## config.mk

```make
export PLATFORM = sky130hd
export DESIGN_NAME = conv_encoder_flat
export DESIGN_NICKNAME = d
export VERILOG_FILES = /design/src/rtl/conv_encoder_if.sv /design/src/rtl/conv_encoder.sv /design/src/flat_wrapper.sv
export SDC_FILE = /design/constraint.sdc
export NUM_CORES = 1
export LEC_CHECK = 0
export CORE_MARGIN = 1
export CORE_UTILIZATION = 56
export CTS_BUF_LIST = sky130_fd_sc_hd__clkbuf_16
export DETAILED_ROUTE_END_ITERATION = 10
export PLACE_DENSITY = 0.85
export SYNTH_ARGS = -nofsm -noshare
export SYNTH_HDL_FRONTEND = slang
export SYNTH_SLANG_ARGS = --single-unit
```

## constraint.sdc

```tcl
create_clock -name iClk -period 3.7 [get_ports iClk]
set_clock_uncertainty 0.1 [all_clocks]
set_input_delay 0.74 -clock iClk [delete_from_list [all_inputs] [get_ports iClk]]
set_output_delay 0.74 -clock iClk [all_outputs]
set_load 0.05 [all_outputs]
```

## src/rtl/conv_encoder_if.sv

```systemverilog
// Streaming handshake bundle between the scrambler, the convolutional encoder
// and the interleaver.
interface conv_encoder_if;
  logic       iStart;
  logic [1:0] iRate;
  logic       iValid;
  logic       iData;
  logic       oReady;
  logic       oValid;
  logic       oData;
  logic       iReady;

  modport master (output iStart, iRate, iValid, iData, iReady,
                  input  oReady, oValid, oData);
  modport slave  (input  iStart, iRate, iValid, iData, iReady,
                  output oReady, oValid, oData);
endinterface

```

## src/rtl/conv_encoder.sv

```systemverilog
// K=7 convolutional encoder with rate 1/2, 2/3 and 3/4 puncturing and a
// 2-entry serial output buffer.
module conv_encoder #(
  parameter logic [6:0] G0 = 7'o133,
  parameter logic [6:0] G1 = 7'o171
) (
  input logic           iClk,
  input logic           iRst,
  conv_encoder_if.slave bus
);

  typedef enum logic [1:0] {
    RATE_1_2 = 2'd0,
    RATE_2_3 = 2'd1,
    RATE_3_4 = 2'd2
  } rate_e;

  // s_q[5] is s1 (newest bit), s_q[0] is s6
  logic [5:0] s_q, s_d;
  logic [1:0] phase_q, phase_d;
  rate_e      rate_q, rate_d;
  logic [1:0] keep_q, keep_d;
  logic       a_q, b_q;

  logic [6:0] win;
  logic [1:0] mask;
  logic [1:0] phase_max;
  logic       one_left;
  logic       accept;
  logic       pop;

  assign win      = {bus.iData, s_q};
  assign one_left = keep_q[1] ^ keep_q[0];

  assign bus.oValid = |keep_q;
  assign bus.oData  = keep_q[1] ? a_q : (keep_q[0] & b_q);
  assign bus.oReady = !iRst && !bus.iStart &&
                      ((keep_q == 2'b00) || (one_left && bus.iReady));

  assign accept = bus.iValid && bus.oReady;
  assign pop    = bus.oValid && bus.iReady;

  // keep[1] = A, keep[0] = B
  always_comb begin
    mask      = 2'b11;
    phase_max = 2'd0;
    case (rate_q)
      RATE_2_3: begin
        phase_max = 2'd1;
        if (phase_q == 2'd1) mask = 2'b10;
      end
      RATE_3_4: begin
        phase_max = 2'd2;
        if (phase_q == 2'd1) mask = 2'b10;
        else if (phase_q == 2'd2) mask = 2'b01;
      end
      default: begin
        mask      = 2'b11;
        phase_max = 2'd0;
      end
    endcase
  end

  always_comb begin
    s_d     = s_q;
    phase_d = phase_q;
    rate_d  = rate_q;
    keep_d  = keep_q;
    if (bus.iStart) begin
      s_d     = '0;
      phase_d = 2'd0;
      keep_d  = 2'b00;
      rate_d  = (bus.iRate == 2'b11) ? RATE_1_2 : rate_e'(bus.iRate);
    end else begin
      if (pop) keep_d = keep_q[1] ? {1'b0, keep_q[0]} : 2'b00;
      // a new symbol only arrives once the old one is gone or leaving now
      if (accept) begin
        s_d     = {bus.iData, s_q[5:1]};
        keep_d  = mask;
        phase_d = (phase_q >= phase_max) ? 2'd0 : phase_q + 2'd1;
      end
    end
  end

  always_ff @(posedge iClk or posedge iRst) begin
    if (iRst) begin
      s_q     <= '0;
      phase_q <= 2'd0;
      rate_q  <= RATE_1_2;
      keep_q  <= 2'b00;
    end else begin
      s_q     <= s_d;
      phase_q <= phase_d;
      rate_q  <= rate_d;
      keep_q  <= keep_d;
    end
  end

  always_ff @(posedge iClk) begin
    if (accept) begin
      a_q <= ^(win & G0);
      b_q <= ^(win & G1);
    end
  end

endmodule

```

## src/flat_wrapper.sv

```systemverilog
// flat-port wrapper written by rule: the top's interface ports become plain ports
module conv_encoder_flat 
#(
  parameter logic [6:0] G0 = 7'o133,
  parameter logic [6:0] G1 = 7'o171
)
  (iClk, iRst, bus_iStart, bus_iRate, bus_iValid, bus_iData, bus_iReady, bus_oReady, bus_oValid, bus_oData);
  conv_encoder_if bus_i ();
  input logic iClk;
  input logic iRst;
  input wire logic [$bits(bus_i.iStart)-1:0] bus_iStart;
  input wire logic [$bits(bus_i.iRate)-1:0] bus_iRate;
  input wire logic [$bits(bus_i.iValid)-1:0] bus_iValid;
  input wire logic [$bits(bus_i.iData)-1:0] bus_iData;
  input wire logic [$bits(bus_i.iReady)-1:0] bus_iReady;
  output wire logic [$bits(bus_i.oReady)-1:0] bus_oReady;
  output wire logic [$bits(bus_i.oValid)-1:0] bus_oValid;
  output wire logic [$bits(bus_i.oData)-1:0] bus_oData;
  assign bus_i.iStart = bus_iStart;
  assign bus_i.iRate = bus_iRate;
  assign bus_i.iValid = bus_iValid;
  assign bus_i.iData = bus_iData;
  assign bus_i.iReady = bus_iReady;
  assign bus_oReady = bus_i.oReady;
  assign bus_oValid = bus_i.oValid;
  assign bus_oData = bus_i.oData;
  conv_encoder #(.G0(G0), .G1(G1)) u_core (.iClk(iClk), .iRst(iRst), .bus(bus_i));
endmodule
```

==> flow_summary.json <==
{
  "taps": 15,
  "regArea_um2": 360.3,
  "via_count": 643,
  "grt_usage_pct": 22.67,
  "relSlewSlack_pct": 66.86,
  "ant_nets": 0,
  "hold-path-cell-count": 2,
  "top_area_share_pct": 35.29,
  "cts-htree-levels": 1,
  "criticalPathCategory": "input pin to output port",
  "port_buffers": 10,
  "outcome": "complete, no violations",
  "synth-main-ff-cell": "dfrtp_1",
  "start_kind": "input pin",
  "crit_family": "buffers and inverters",
  "sh_seq_area_pct": 34.99,
  "synth-edff-count": 2,
  "clock-sinks": 14,
  "yosys.area_share.xor_xnor_pct": 5.147,
  "top_power_group": "clock",
  "cts_hold_buffers": 0,
  "fin_ws_ns": 0.4818,
  "syn_area_per_cell_um2": 10.25,
  "first_pass_iters": 4,
  "pwr-share-seq_pct": 36.7,
  "ys_seq_share_pct": 42.35,
  "cp_common_cell": "clkdlybuf4s50_1",
  "drive_gt1_share_pct": 9.474,
  "min_period_over_period_pct": 86.98,
  "async_reset_ff_share_pct": 85.71,
  "die_area_mm2": 0.001679,
  "p_sw_share_pct": 25.62,
  "drt_wl_total_um": 1621,
  "path_depth": 4,
  "slowest_stage": "clkdlybuf4s50_1",
  "placed_area_um2": 950.9,
  "finalSetupViolCount": 0,
  "yosys.area_share.simple_pct": 8.529,
  "via_per_inst": 5.845,
  "rows": 13,
  "rsz0062_at_grt": "no",
  "grt-ovfl-total": 0,
  "area_share_nonclk_buffers_pct": 10.45,
  "crit_arrival_ns": 2.38,
  "grt_pass1_wl_um": 2359,
  "cts_tree": "done",
  "compound_area_share_pct": 17.79
}
[worst reg2reg max path, stage by stage (launching register included)]
cell     delay (ns)
dfrtp_1        0.38
inv_1          0.07
ha_1           0.29
a21oi_2        0.36
or3_4          0.29
mux2_2         0.35
[state kept, by name, summed over array words and instances, names as in the netlist]
register and cells:
u_core.a_q 1, u_core.b_q 1, u_core.keep_q 2, u_core.phase_q 2, u_core.rate_q 2, u_core.s_q 6
[how the worst max path moves through the flow]
stage	endpoint	slack [ns]
floorplan	bus_oReady	0.83
global placement	bus_oReady	0.50
detailed placement	bus_oReady	0.50
CTS	bus_oReady	0.48
global route	bus_oReady	0.41
finish	bus_oReady	0.48
[layer usage]
layer  part of all wire, %  global-route usage (%)
met1                    43                   27.72
met2                    48                   36.72
met3                   6.7                   4.891
met4                   1.9                   12.50
met5                     0                       0
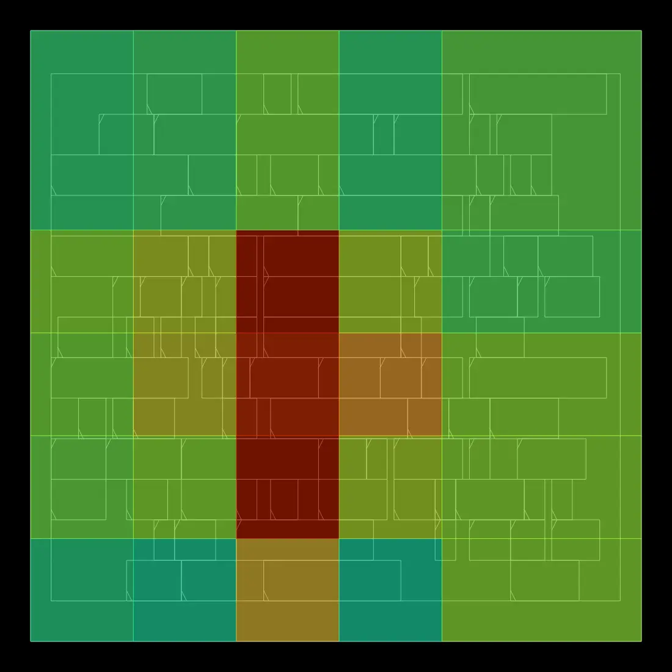
**Above:** routing congestion.
Avg WL per Cell: 14.74 um
met3 usage in global routing: 4.891%
final cell utilization of the core: 76.27%
met2 GRT Util: 36.72%
gr busiest metal: met2

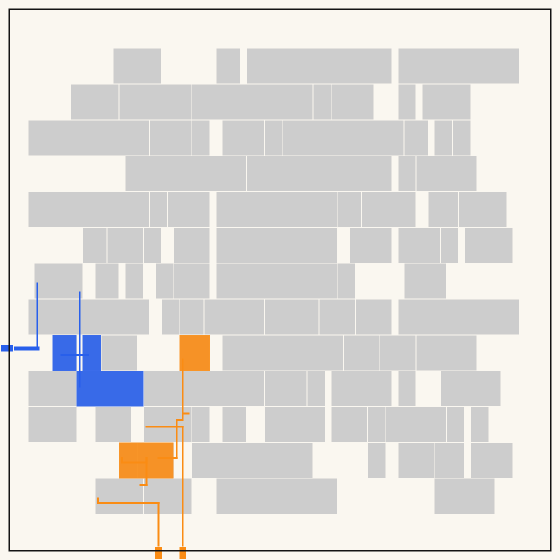
**Above:** wires at chosen ports, followed through buffers.
Blue marks iRst, bits 1, direction input, edge left, end cells 3, buffers 1, wire 15.7 um. Orange marks bus_iRate, bits 2, direction input, edge bottom, end cells 3, buffers 2, wire 34.7 um.

No activity file was given, so power comes from the tool's default toggle rates.
